pinout.png
Scale: 3 px per um. Pins as bars across the die edge, other pins in gray.
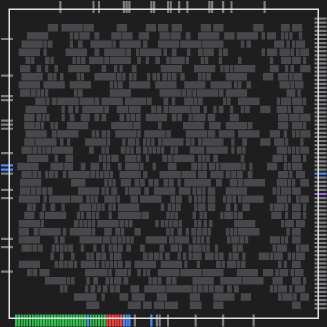
clock_nets.png
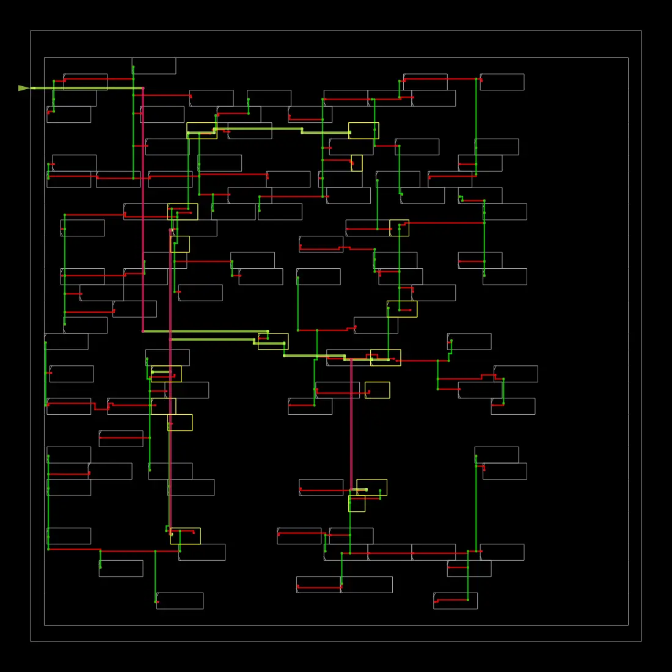
m2.png
Scale: 4 px per um. Cells faint in the background.
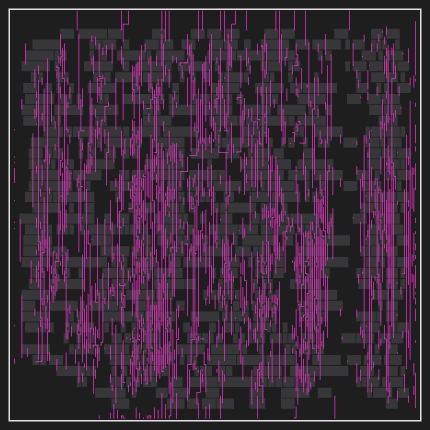
### src/rtl/imem_boot_ctrl_pkg.sv
`default_nettype none
// ============================================================================
//  Module      : imem_boot_ctrl_pkg
//  Description : Shared constants and state encoding for the UART boot loader.
//  Revision    : 1.0 - initial release
// ============================================================================
package imem_boot_ctrl_pkg;

    localparam int          c_ROM_SIZE_BIT = 6;
    localparam logic [7:0]  c_MAGIC        = 8'hA5;
    localparam logic [31:0] c_NOP          = 32'h0000_0000;

    typedef enum logic [2:0] {
        ST_IDLE = 3'd0,
        ST_LEN  = 3'd1,
        ST_DATA = 3'd2,
        ST_CSUM = 3'd3,
        ST_RUN  = 3'd4,
        ST_ERR  = 3'd5
    } state_t;

endpackage
`default_nettype wire

### src/rtl/imem_word_packer.sv
`default_nettype none
// ============================================================================
//  Module      : imem_word_packer
//  Description : Packs an MSB-first byte stream into 32-bit words.
//  Revision    : 1.0 - initial release
// ============================================================================
module imem_word_packer (
    input  logic        clk,
    input  logic        rst,
    input  logic        i_clr,
    input  logic        i_byte_valid,
    input  logic [7:0]  i_byte,
    output logic [31:0] o_word,
    output logic        o_word_ready
);

    logic [1:0]  r_byte_cnt;
    logic [23:0] r_shift;

    always_ff @(posedge clk) begin
        if (rst) begin
            r_byte_cnt <= 2'd0;
            r_shift    <= 24'd0;
        end else if (i_clr) begin
            r_byte_cnt <= 2'd0;
        end else if (i_byte_valid) begin
            r_shift    <= {r_shift[15:0], i_byte};
            r_byte_cnt <= r_byte_cnt + 2'd1;
        end
    end

    // The fourth byte is folded in combinationally so the word is ready on its own strobe.
    assign o_word       = {r_shift, i_byte};
    assign o_word_ready = i_byte_valid && (r_byte_cnt == 2'd3);

endmodule
`default_nettype wire

### src/rtl/imem_boot_ctrl.sv
`default_nettype none
// ============================================================================
//  Module      : imem_boot_ctrl
//  Description : Loads instruction RAM from a checksummed UART frame, holds CPU until valid.
//  Revision    : 1.0 - initial release
// ============================================================================
module imem_boot_ctrl
    import imem_boot_ctrl_pkg::*;
#(
    parameter int         ROM_SIZE_BIT = c_ROM_SIZE_BIT,
    parameter int         ROM_SIZE     = 2 ** ROM_SIZE_BIT,
    parameter logic [7:0] MAGIC        = c_MAGIC,
    parameter int         ALLOW_RELOAD = 0
) (
    input  logic                    clk,
    input  logic                    reset,
    input  logic [7:0]              rx_data,
    input  logic                    rx_valid,
    input  logic [31:0]             fetch_addr,
    output logic [31:0]             fetch_data,
    output logic [ROM_SIZE_BIT-1:0] mem_raddr,
    input  logic [31:0]             mem_rdata,
    output logic                    mem_we,
    output logic [ROM_SIZE_BIT-1:0] mem_waddr,
    output logic [31:0]             mem_wdata,
    output logic                    cpu_hold,
    output logic                    boot_done,
    output logic                    boot_err
);

    localparam int         c_CW       = ROM_SIZE_BIT + 1;
    localparam logic [8:0] c_ROM_SIZE = 9'(ROM_SIZE);

    state_t                  r_state;
    logic [c_CW-1:0]         r_len;
    logic [c_CW-1:0]         r_word_cnt;
    logic [7:0]              r_csum;
    logic                    r_mem_we;
    logic [ROM_SIZE_BIT-1:0] r_mem_waddr;
    logic [31:0]             r_mem_wdata;
    logic                    r_cpu_hold;
    logic                    r_boot_done;
    logic                    r_boot_err;

    logic                    w_len_bad;
    logic                    w_len_accept;
    logic                    w_data_byte;
    logic [31:0]             w_word;
    logic                    w_word_ready;
    logic                    w_unused_fetch;

    assign w_len_bad    = (rx_data == 8'd0) || ({1'b0, rx_data} > c_ROM_SIZE);
    assign w_len_accept = rx_valid && (r_state == ST_LEN) && !w_len_bad;
    assign w_data_byte  = rx_valid && (r_state == ST_DATA);

    imem_word_packer u_packer (
        .clk          (clk),
        .rst          (reset),
        .i_clr        (w_len_accept),
        .i_byte_valid (w_data_byte),
        .i_byte       (rx_data),
        .o_word       (w_word),
        .o_word_ready (w_word_ready)
    );

    always_ff @(posedge clk) begin
        if (reset) begin
            r_state     <= ST_IDLE;
            r_len       <= '0;
            r_word_cnt  <= '0;
            r_csum      <= 8'd0;
            r_mem_we    <= 1'b0;
            r_mem_waddr <= '0;
            r_mem_wdata <= 32'd0;
            r_cpu_hold  <= 1'b1;
            r_boot_done <= 1'b0;
            r_boot_err  <= 1'b0;
        end else begin
            r_mem_we <= 1'b0;
            if (rx_valid) begin
                case (r_state)
                    ST_IDLE: begin
                        if (rx_data == MAGIC) begin
                            r_state    <= ST_LEN;
                            r_boot_err <= 1'b0;
                        end
                    end
                    ST_LEN: begin
                        if (w_len_bad) begin
                            r_state    <= ST_ERR;
                            r_boot_err <= 1'b1;
                            r_cpu_hold <= 1'b1;
                        end else begin
                            r_len      <= rx_data[c_CW-1:0];
                            r_csum     <= rx_data;
                            r_word_cnt <= '0;
                            r_state    <= ST_DATA;
                        end
                    end
                    ST_DATA: begin
                        r_csum <= r_csum ^ rx_data;
                        if (w_word_ready) begin
                            r_mem_we    <= 1'b1;
                            r_mem_waddr <= r_word_cnt[ROM_SIZE_BIT-1:0];
                            r_mem_wdata <= w_word;
                            r_word_cnt  <= r_word_cnt + c_CW'(1);
                            if (r_word_cnt == (r_len - c_CW'(1)))
                                r_state <= ST_CSUM;
                        end
                    end
                    ST_CSUM: begin
                        if (rx_data == r_csum) begin
                            r_state     <= ST_RUN;
                            r_cpu_hold  <= 1'b0;
                            r_boot_done <= 1'b1;
                        end else begin
                            r_state    <= ST_ERR;
                            r_boot_err <= 1'b1;
                            r_cpu_hold <= 1'b1;
                        end
                    end
                    ST_RUN: begin
                        // Without reload the running program owns the UART.
                        if ((ALLOW_RELOAD != 0) && (rx_data == MAGIC)) begin
                            r_state     <= ST_LEN;
                            r_cpu_hold  <= 1'b1;
                            r_boot_done <= 1'b0;
                        end
                    end
                    ST_ERR: begin
                        if (rx_data == MAGIC) begin
                            r_state    <= ST_LEN;
                            r_boot_err <= 1'b0;
                        end
                    end
                    default: r_state <= ST_IDLE;
                endcase
            end
        end
    end

    assign mem_raddr      = fetch_addr[ROM_SIZE_BIT+1:2];
    assign fetch_data     = r_cpu_hold ? c_NOP : mem_rdata;
    assign w_unused_fetch = ^{fetch_addr[31:ROM_SIZE_BIT+2], fetch_addr[1:0]};

    assign mem_we    = r_mem_we;
    assign mem_waddr = r_mem_waddr;
    assign mem_wdata = r_mem_wdata;
    assign cpu_hold  = r_cpu_hold;
    assign boot_done = r_boot_done;
    assign boot_err  = r_boot_err;

endmodule
`default_nettype wire
### config.mk
export PLATFORM = sky130hd
export DESIGN_NAME = imem_boot_ctrl
export DESIGN_NICKNAME = d
export VERILOG_FILES = /design/src/rtl/imem_boot_ctrl_pkg.sv /design/src/rtl/imem_word_packer.sv /design/src/rtl/imem_boot_ctrl.sv
export SDC_FILE = /design/constraint.sdc
export NUM_CORES = 1
export LEC_CHECK = 0
export ABC_AREA = 1
export CAP_MARGIN = 10
export CORE_MARGIN = 2
export CORE_UTILIZATION = 45
export CTS_CLUSTER_SIZE = 8
export DETAILED_ROUTE_END_ITERATION = 16
export GPL_TIMING_DRIVEN = 0
export HOLD_SLACK_MARGIN = 0.02
export PLACE_DENSITY_LB_ADDON = 0.05
export REMOVE_ABC_BUFFERS = 1
export SLEW_MARGIN = 5
export SYNTH_ARGS = -nofsm -noshare
export SYNTH_HDL_FRONTEND = slang
export SYNTH_SLANG_ARGS = --single-unit
### constraint.sdc
create_clock -name clk -period 1.7 [get_ports clk]
set_input_delay 0.34 -clock clk [delete_from_list [all_inputs] [get_ports clk]]
set_output_delay 0.34 -clock clk [all_outputs]
set_load 0.01 [all_outputs]
==> impl_metrics.py <==
# Synthesis and PnR figures
metrics = {
    "final_timing": {
        "fmax_ghz": 0.612,
        "setup_tns_ns": 0,
        "setup_ws_ns": 0.0648,
        "fin_crit_ns": 1.64,
        "fin_crit_sh_pct": 96.2,
        "setup_violations": 0,
        "hold_ws_ns": 0.352,
        "worst_slew_pin_slew_ns": 0.527,
    },
    "die": {
        "core_area_um2": 9330,
        "tap_cells": 129,
        "dieArea_um2": 10500,
        "ios": 155,
    },
    "worst_setup_path": {
        "crit_type": "reg2out",
        "arrival_ns": 1.30,
        "end_kind": "output port",
        "reg2reg_setup_slack_ns": 0.10,
        "crit_slowest_cell": "clkdlybuf4s50_1",
        "worstSetupStartpointType": "flip-flop",
        "timing.rr.start": "r_len[0]",
        "cp.depth": 1,
        "path_cells": "clkdlybuf4s50_1",
        "r2r-end": "r_state[0]",
        "worstPathBufferInverterCount": 1,
    },
    "final_layout": {
        "seqCellArea_um2": 1870,
        "diodes": 1,
        "signal_buffers": 134,
        "seq_share_pct": 31.3,
        "most-common-layout-cells": "nor2_1, nand2_1, dfxtp_1",
        "synthToLayoutAreaGrowth_pct": 36.9,
        "final_design_area_no_fill_um2": 5980,
        "instances_no_fill": 898,
        "drive_gt1_share_pct": 9.64,
        "n_all_inverters": 78,
        "biggestCellCategory": "multi-input combinational cells",
        "final-nonclk-buf-share_pct": 22.0,
    },
    "logic_synthesis": {
        "synthSimpleGateAreaFrac_pct": 29.0,
        "yosysMostFrequentCell": "nor2_1",
        "xor_area_share_pct": 1.61,
        "seq_area_frac_synth_pct": 42.7,
        "syn-cell-area_um2": 4360,
        "syn_area_per_cell_um2": 6.73,
        "synth_area_leader_cell": "dfxtp_1",
        "async_flop_share_pct": 0,
        "flop_cell": "dfxtp_1",
        "synth_cell_types": 29,
        "ys_cells": 648,
        "mux_share_pct": 0,
        "ys_top_cells_by_count": "nor2_1, nand2_1, dfxtp_1",
        "synthCells": 648,
        "edf_count": 0,
    },
    "clocking": {
        "cts.sink_count": 93,
        "clock_path_buffers": 2,
        "cts_resized": 59,
        "cts_tree": "yes",
        "cts.clk_slew.worst_paths_ns": 0.10,
        "h-tree-depth": 3,
        "numCtsBuffers": 9,
        "cts_setup_buffers": 10,
        "postCtsHoldBufs": 0,
    },
    "power": {
        "switching_share_pct": 32.6,
        "pwr-share-seq_pct": 49.2,
        "leakagePower_uw": 0.00290,
        "internal_power_uw": 3290,
        "p_total_uw": 4880,
        "p_switching_uw": 1590,
        "power_density_nw_per_um2": 816,
    },
    "global_routing": {
        "grt_max_degree": 50,
        "grt_pass1_wl_um": 19200,
    },
    "placed_design": {
        "dpl_worst_slack_ns": -1.40,
        "placed_cell_area_um2": 5520,
        "dpl.cell_count": 859,
    },
    "worst_hold_path": {
        "hp-class": "in2reg",
    },
    "route": {
        "routed_via_density": 4.99,
        "antenna_left": 0,
        "drc": 0,
        "wl_um": 12200,
        "drtIter0Drc": 179,
        "drtPass1Iterations": 4,
    },
    "run_status": {
        "outcome": "finished, final reports clean",
    },
    "flow_run": {
        "cap_violations": 0,
    },
}
About pinout.png:
legend:
  blue:
    port: `rx_data`
    pins: 8
    direction: input
    edge: 5 bottom, 2 left, 1 right
  red:
    port: `mem_raddr`
    pins: 6
    direction: output
    edge: bottom
  purple:
    port: `mem_we`
    pins: 1
    direction: output
    edge: right
  green:
    port: `fetch_addr`
    pins: 32
    direction: input
    edge: bottom
Die Y: 102 um
port bufs: 116

About clock_nets.png:
registers: 93
Clock net power: 1420 uW
worst skew pair latency: 0.36 ns
clock buf count: 9

About m2.png:
wire length on this layer: 6,080 um
longest straight run: 64.6 um
nets with wire on the layer: 638
via total after detailed routing: 4,479
M2 GR Usage: 42.6%

[power by group through the flow]
stage          clock, uW  sequential (uW)  combinational [uW]
2_1_floorplan          0             2440                 585
5_1_grt             1560             2420                1180
3_5_place_dp           0             2460                 943
6_report            1420             2400                1050
3_3_place_gp           0             2460                 916
4_1_cts             1460             2390                1050
[sequential cells by signal, summed over array words and instances, names as in the netlist, 2 cells and up]
signal	count
r_len	7
mem_waddr	6
r_word_cnt	7
r_state	3
u_packer.r_shift	24
r_csum	8
mem_wdata	32
u_packer.r_byte_cnt	2
[per-layer routing]
layer	vias up	global-route usage, %	part of all wire, %
li1	2268	-	-
met1	2045	26.8	41
met2	156	42.6	50
met3	10	6.29	7.6
met4	0	8.10	1.1
met5	-	0	0
Power figures rest on the tool's default switching activity, not on a simulated workload.
